**Run 1: cell placement**

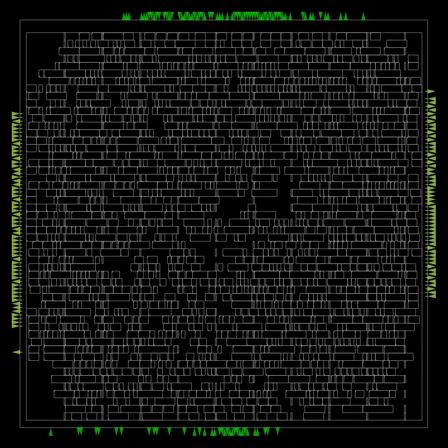
**Run 1: wiring by layer**

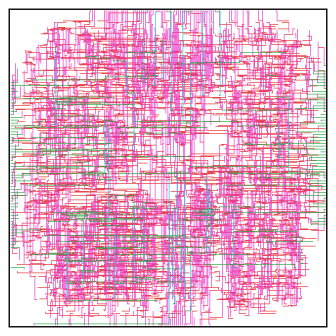
**Run 1: pin placement**

Pins as bars across the die edge, other pins in grey.
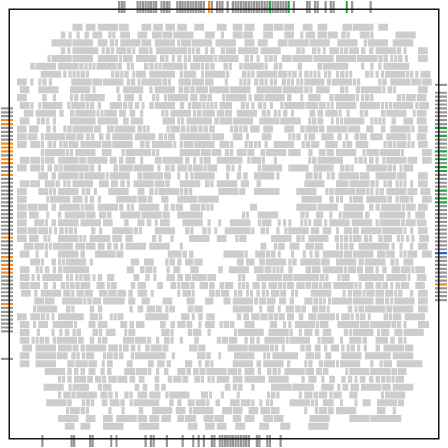
**Run 1: cells coloured by class**

Fill, decap, tap and diode cells in grey.
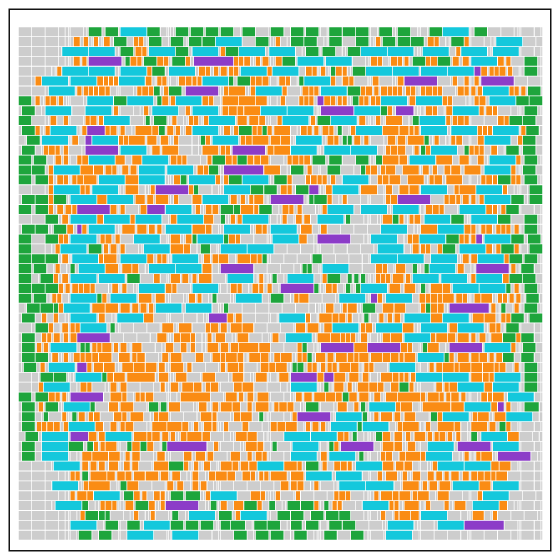
## src/rtl/frame_sequencer.sv

```systemverilog
// Acquisition sequencer: latches a capture command and its configuration, issues frame_start
// pulses to the timing_generator for single/multi/continuous/pair captures and supervises each frame.
module frame_sequencer #(
    parameter int unsigned MAX_DIM       = 2048,
    parameter int unsigned CNT_W         = 16,
    parameter int unsigned BUSY_TIMEOUT  = 1024,
    parameter int unsigned FRAME_TIMEOUT = 32'd50_000_000,
    parameter int unsigned GAP_W         = 16
) (
    input  logic             clk,
    input  logic             rst,
    input  logic             cmd_start,
    input  logic             cmd_stop,
    input  logic             cmd_abort,
    input  logic [1:0]       cfg_mode,
    input  logic [CNT_W-1:0] cfg_frame_count,
    input  logic [15:0]      cfg_int_bright,
    input  logic [15:0]      cfg_int_dark,
    input  logic [GAP_W-1:0] cfg_gap_cycles,
    input  logic [11:0]      cfg_row_start,
    input  logic [11:0]      cfg_row_end,
    input  logic [11:0]      cfg_col_start,
    input  logic [11:0]      cfg_col_end,
    input  logic             tg_frame_busy,
    input  logic             tg_frame_complete,
    output logic             tg_frame_start,
    output logic             tg_frame_reset,
    output logic [15:0]      tg_integration_time,
    output logic [11:0]      tg_row_start,
    output logic [11:0]      tg_row_end,
    output logic [11:0]      tg_col_start,
    output logic [11:0]      tg_col_end,
    output logic             seq_busy,
    output logic             seq_done,
    output logic [CNT_W-1:0] frames_done,
    output logic             frame_is_dark,
    output logic             err_cfg,
    output logic             err_busy_to,
    output logic             err_frame_to,
    output logic             aborted,
    output logic [2:0]       seq_state
);

    typedef enum logic [2:0] {
        IDLE, ARM, START, WAIT_BUSY, WAIT_DONE, GAP, ABORT, DONE
    } state_t;

    state_t            state_q, state_d;
    logic [31:0]       cnt_q;
    logic [1:0]        mode_q;
    logic [CNT_W-1:0]  count_q;
    logic [15:0]       int_b_q, int_d_q;
    logic [GAP_W-1:0]  gap_q;
    logic [11:0]       rs_q, re_q, cs_q, ce_q;
    logic              stop_q;

    logic              accept, arm_ok, load_int, count_frame, cnt_inc;
    logic              set_cfg_err, set_busy_to, set_frame_to, set_abort;
    logic              cfg_bad, abort_ok, stop_now, last_frame, next_dark;
    logic [CNT_W-1:0]  fd_inc;

    assign cfg_bad = (rs_q > re_q) || (cs_q > ce_q)
                  || (32'(re_q) >= MAX_DIM) || (32'(ce_q) >= MAX_DIM)
                  || ((mode_q == 2'd1 || mode_q == 2'd3) && count_q == '0);
    assign abort_ok  = cmd_abort && (state_q inside {ARM, START, WAIT_BUSY, WAIT_DONE, GAP});
    assign stop_now  = stop_q || cmd_stop;
    assign fd_inc    = (&frames_done) ? frames_done : frames_done + CNT_W'(1);
    assign last_frame = (mode_q == 2'd0)
                     || (mode_q == 2'd1 && fd_inc == count_q)
                     || (mode_q == 2'd3 && 32'(fd_inc) == (32'(count_q) << 1));
    // Pair mode: frames with an even index (count completed so far) are dark.
    assign next_dark = (mode_q == 2'd3) && !frames_done[0];

    assign tg_frame_start = (state_q == START);
    assign tg_frame_reset = (state_q == ABORT) && (cnt_q == '0);
    assign seq_busy       = (state_q != IDLE);
    assign seq_done       = (state_q == DONE);
    assign seq_state      = state_q;

    always_ff @(posedge clk) begin
        if (rst) state_q <= IDLE;
        else     state_q <= state_d;
    end

    always_comb begin
        state_d      = state_q;
        accept       = 1'b0;
        arm_ok       = 1'b0;
        load_int     = 1'b0;
        count_frame  = 1'b0;
        cnt_inc      = 1'b0;
        set_cfg_err  = 1'b0;
        set_busy_to  = 1'b0;
        set_frame_to = 1'b0;
        set_abort    = 1'b0;
        if (abort_ok) begin
            set_abort = 1'b1;
            state_d   = ABORT;
        end else begin
            case (state_q)
                IDLE: if (cmd_start) begin
                    accept  = 1'b1;
                    state_d = ARM;
                end
                ARM: if (cfg_bad) begin
                    set_cfg_err = 1'b1;
                    state_d     = DONE;
                end else begin
                    arm_ok   = 1'b1;
                    load_int = 1'b1;
                    state_d  = START;
                end
                START: state_d = WAIT_BUSY;
                WAIT_BUSY: if (tg_frame_busy) begin
                    state_d = WAIT_DONE;
                end else if (cnt_q == BUSY_TIMEOUT - 1) begin
                    set_busy_to = 1'b1;
                    state_d     = ABORT;
                end else begin
                    cnt_inc = 1'b1;
                end
                WAIT_DONE: if (tg_frame_complete) begin
                    count_frame = 1'b1;
                    state_d     = (last_frame || stop_now) ? DONE : GAP;
                end else if (cnt_q == FRAME_TIMEOUT - 1) begin
                    set_frame_to = 1'b1;
                    state_d      = ABORT;
                end else begin
                    cnt_inc = 1'b1;
                end
                GAP: if (stop_now) begin
                    state_d = DONE;
                end else if (cnt_q == 32'(gap_q)) begin
                    load_int = 1'b1;
                    state_d  = START;
                end else begin
                    cnt_inc = 1'b1;
                end
                // Reset pulse only while cnt_q is still zero; then wait for the panel to go idle.
                ABORT: if (!tg_frame_busy) begin
                    state_d = DONE;
                end else if (cnt_q == BUSY_TIMEOUT - 1) begin
                    set_busy_to = 1'b1;
                    state_d     = DONE;
                end else begin
                    cnt_inc = 1'b1;
                end
                DONE: state_d = IDLE;
                default: state_d = IDLE;
            endcase
        end
    end

    always_ff @(posedge clk) begin
        if (rst) begin
            cnt_q <= '0; mode_q <= '0; count_q <= '0; int_b_q <= '0; int_d_q <= '0;
            gap_q <= '0; rs_q <= '0; re_q <= '0; cs_q <= '0; ce_q <= '0; stop_q <= 1'b0;
            tg_integration_time <= '0; frame_is_dark <= 1'b0; frames_done <= '0;
            tg_row_start <= '0; tg_row_end <= '0; tg_col_start <= '0; tg_col_end <= '0;
            err_cfg <= 1'b0; err_busy_to <= 1'b0; err_frame_to <= 1'b0; aborted <= 1'b0;
        end else begin
            cnt_q <= cnt_inc ? cnt_q + 32'd1 : '0;
            if (accept) begin
                mode_q <= cfg_mode;           count_q <= cfg_frame_count;
                int_b_q <= cfg_int_bright;    int_d_q <= cfg_int_dark;
                gap_q <= cfg_gap_cycles;
                rs_q <= cfg_row_start;        re_q <= cfg_row_end;
                cs_q <= cfg_col_start;        ce_q <= cfg_col_end;
                stop_q <= 1'b0;               frames_done <= '0;
                err_cfg <= 1'b0; err_busy_to <= 1'b0; err_frame_to <= 1'b0; aborted <= 1'b0;
            end else if (cmd_stop && state_q != IDLE) begin
                stop_q <= 1'b1;
            end
            if (arm_ok) begin
                tg_row_start <= rs_q; tg_row_end <= re_q;
                tg_col_start <= cs_q; tg_col_end <= ce_q;
            end
            if (load_int) begin
                tg_integration_time <= next_dark ? int_d_q : int_b_q;
                frame_is_dark       <= next_dark;
            end
            if (count_frame)  frames_done  <= fd_inc;
            if (set_cfg_err)  err_cfg      <= 1'b1;
            if (set_busy_to)  err_busy_to  <= 1'b1;
            if (set_frame_to) err_frame_to <= 1'b1;
            if (set_abort)    aborted      <= 1'b1;
        end
    end

endmodule

```

## config.mk

```make
export PLATFORM = sky130hd
export DESIGN_NAME = frame_sequencer
export DESIGN_NICKNAME = d
export VERILOG_FILES = /design/src/rtl/frame_sequencer.sv
export SDC_FILE = /design/constraint.sdc
export NUM_CORES = 1
export LEC_CHECK = 0
export CAP_MARGIN = 20
export CORE_MARGIN = 2
export CORE_UTILIZATION = 52
export DETAILED_ROUTE_END_ITERATION = 8
export GPL_TIMING_DRIVEN = 0
export PLACE_DENSITY = 0.8
export SLEW_MARGIN = 10
export SYNTH_ARGS = -nofsm -noshare
export SYNTH_HDL_FRONTEND = slang
export SYNTH_SLANG_ARGS = --single-unit
```

## constraint.sdc

```tcl
create_clock -name clk -period 2.9 [get_ports clk]
set_input_delay 0.435 -clock clk [delete_from_list [all_inputs] [get_ports clk]]
set_output_delay 0.435 -clock clk [all_outputs]
set_load 0.05 [all_outputs]
```

==> changes_impl.md, run 1 <==
### Implementation results

- Outcome: completed
- Most common cell after layout, fill and taps aside: nand2_1
- Slew Limit Headroom: 43.7%
- Worst setup EP type: output pin
- Complex-gate fraction of the synthesized area: 14.9%
- Switch Pwr: 3.74 mW
- Xor/xnor cell area share of the yosys netlist: 5.99%
- Total number of multi-input combinational cells: 1,028
- Critical-path cell with the highest stage delay: or4_4
- Placed cell area: 13,300 um2
- Wire length of the first global-routing pass: 54,500 um
- Reg area: 4710 um2
- Minimum clock period: 2.81 ns
- Achievable frequency: 0.356 GHz
- Simple-gate area share of the yosys netlist: 25.7%
- Startpoint Class: flip-flop
- Total via count in the routed design: 10,900
- Total Power Consumption: 10.7 mW
- Distinct cell type count of the synthesized netlist: 65
- Iteration tally of the first detailed-router pass: 5
- Final Hold Vio Count: 0
- R2R Path End: tg_integration_time[6]
- Max clock buf depth: 3
- Register bit total from synthesis: 235
- Grt ovf: 0
- Routed wire length on met2: 16,200 um
- Max-slew violation count: 0
- Clock power frac: 33.0%
- CTS clock-pin slew for the worst setup and hold paths: 0.06 ns
- Worst min-delay path category: in2reg
- Final period util: 96.8%
- Max-capacitance violation count: 0
- Top Layout Cells: nand2_1 (366), dfxtp_1 (234), clkdlybuf4s50_1 (206), a21oi_1 (193), nor2_1 (77)
- Total number of warnings across the stage logs: 29
- Biggest combinational cell group after synthesis: simple AND/OR/NAND/NOR gates
- Area fraction in mux cells: 1.84%
- Power dissipated in the clock network: 3.52 mW
- Cell breakdown of the critical path: or4_4 -> nor4_2 -> and4_4 -> nand3_4 -> nor4_4 -> buf_6
- Top-area cell type share of the netlist area: 43.2%
- Number of DRC markers in iteration 0: 778
- Non-clock buffer count in the final layout: 315
- Number of gates resized after cts: 20
- Number of antenna violations at the first check in global routing: 0
About 'cell placement':
Filler Cells Inserted: 1,656
count of sequential standard cells: 235
final core utilization: 70.5%
fraction of standard cell area that is sequential: 32.7%
well tap count: 270

About 'wiring by layer':
red -> M1  # wire length 14,600 um
green -> M3  # wire length 2,880 um
magenta -> M2  # wire length 16,200 um
cyan -> M4  # wire length 1,020 um
Total GRT Usage: 30.7%
routed wire length: 34,700 um
routed wire length per instance: 18.0 um

About 'pin placement':
orange -> `cfg_int_bright`  # pins 16, direction input, edge 14 left, 1 right, 1 top
green -> `tg_row_start`  # pins 12, direction output, edge 9 right, 3 top
blue -> `cmd_abort`  # pins 1, direction input, edge right
tally of buffers added on design ports: 210
die width: 149 um
Chip Height: 149 um

About 'cells coloured by class':
orange -> remaining logic cells  # cells 1,063, share of their area 42%
cyan -> registers  # cells 235, share of their area 33%
purple -> clock drivers and dummy loads  # cells 46, share of their area 6.5%
green -> remaining buffers and delay cells  # cells 315, share of their area 18%
floorplan core area: 20,400 um2
row cnt: 52
post-route cell area: 14,400 um2

## run 1: registers in the layout, summed over array words and instances, names as in the netlist, 16 cells and up
| name | cells |
|---|---|
| cnt_q | 32 |
| count_q | 16 |
| frames_done | 16 |
| gap_q | 16 |
| int_b_q | 16 |
| int_d_q | 16 |
| tg_integration_time | 16 |
## run 1: synth_stat cells, types with 8 or more instances
cell / instances
a22oi_1: 8
nor3_1: 37
xor2_1: 32
buf_2: 13
buf_1: 9
clkbuf_1: 71
inv_1: 35
dfxtp_1: 235
ha_1: 27
nor4_1: 18
nand4_1: 30
nand3_1: 30
o21ai_0: 19
nor2_1: 77
a21oi_1: 193
a211oi_1: 21
and4_1: 10
mux2i_1: 20
nand2_1: 366
and3_1: 11
xnor2_1: 40
a21o_1: 11
==> run 2: changes to the inputs <==
--- a/config.mk
+++ b/config.mk
@@ -6,7 +6,7 @@
 export NUM_CORES = 1
 export LEC_CHECK = 0
 export CAP_MARGIN = 20
-export CORE_MARGIN = 2
+export CORE_MARGIN = 3
 export CORE_UTILIZATION = 52
 export DETAILED_ROUTE_END_ITERATION = 8
 export GPL_TIMING_DRIVEN = 0
==> run 2 against run 1 <==
First-iteration DRC count down 4.1%. The flow now finishes with violations (negative setup slack). Global-route usage down 1.7 points. Worst setup slack worse by 0.11 ns. Critical path type unchanged. Via count down 1.1%.
==> changes_impl.md, run 2 <==
### Implementation results

- Tally of buffers added on design ports: 210 (unchanged)
- Well tap count: 270 (unchanged)
- Biggest combinational cell group after synthesis: simple AND/OR/NAND/NOR gates
- Register bit total from synthesis: 235 (unchanged)
- Largest register FFs: 32 (unchanged)
- Routed wire length: 34,200 um (-1.5%)
- Outcome: finished, violations left
- Final setup violation count: 1
- Complex-gate fraction of the synthesized area: 14.9% (unchanged)
- Iteration tally of the first detailed-router pass: 5 (unchanged)
- Critical-path cell with the highest stage delay: or4_4
- Max-capacitance violation count: 0 (unchanged)
- Clock power frac: 30.0% (-3.0 points)
- Failing checks: negative setup slack
- Slew Limit Headroom: 40.1% (-3.6 points)
- Total number of multi-input combinational cells: 1,028 (unchanged)
- Total GRT Usage: 28.9% (-1.7 points)
- Reg with most FFs: cnt_q
- Setup WS post-layout: -0.0176 ns
- Number of antenna violations at the first check in global routing: 2 (+2)
- Final period util: 101% (+3.8 points)
## run 2: netlist changes by cell type in the layout (fill, tap and decap cells not counted), moves of 2 or more
cell,delta
o21ai_1,+2
clkbuf_1,+3
clkinvlp_4,-2
buf_4,+4
o21ai_2,-2
buf_2,-2
bufinv_16,-4
clkbuf_4,+3
diode_2,+2
## run 2: power by group through the flow
stage          sequential, mW  combinational, mW  clock, mW
5_1_grt                  4.03               3.41       3.23
2_1_floorplan            4.21               1.80          0
3_5_place_dp             4.04               3.04          0
3_3_place_gp             4.03               2.98          0
4_1_cts                  3.98               3.06       3.10
6_report                 3.99               3.11       3.04
## run 2: metrics by stage
step	util, %	power (mW)
CTS	69.2	10.1
finish	70.1	10.1
floorplan	-	6.02
global route	70.1	10.7
global placement	65.3	7.01
detailed placement	65.3	7.08
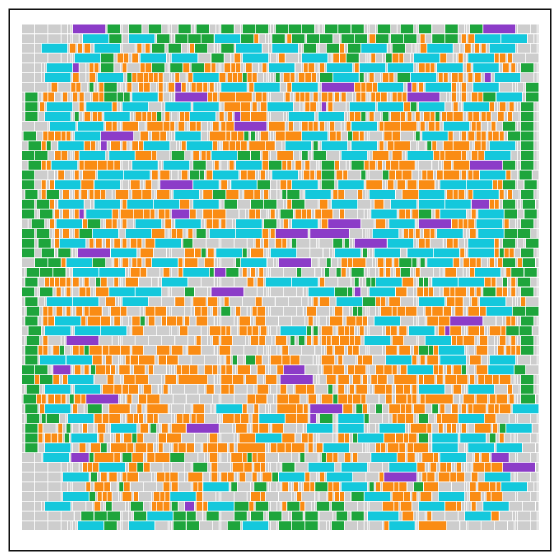
**Above:** run 2 (cells coloured by class).
Fill, decap, tap and diode cells in grey.
cyan -> registers  # cells 235, share of their area 34%
orange -> remaining logic cells  # cells 1,063, share of their area 42%
purple -> clock drivers and dummy loads  # cells 44, share of their area 5.6%
green -> remaining buffers and delay cells  # cells 319, share of their area 19%
fraction of standard cell area that is sequential: 32.9%
post-route cell area: 14,300 um2
final core utilization: 70.1%

Power is estimated from default activity; no workload was simulated.
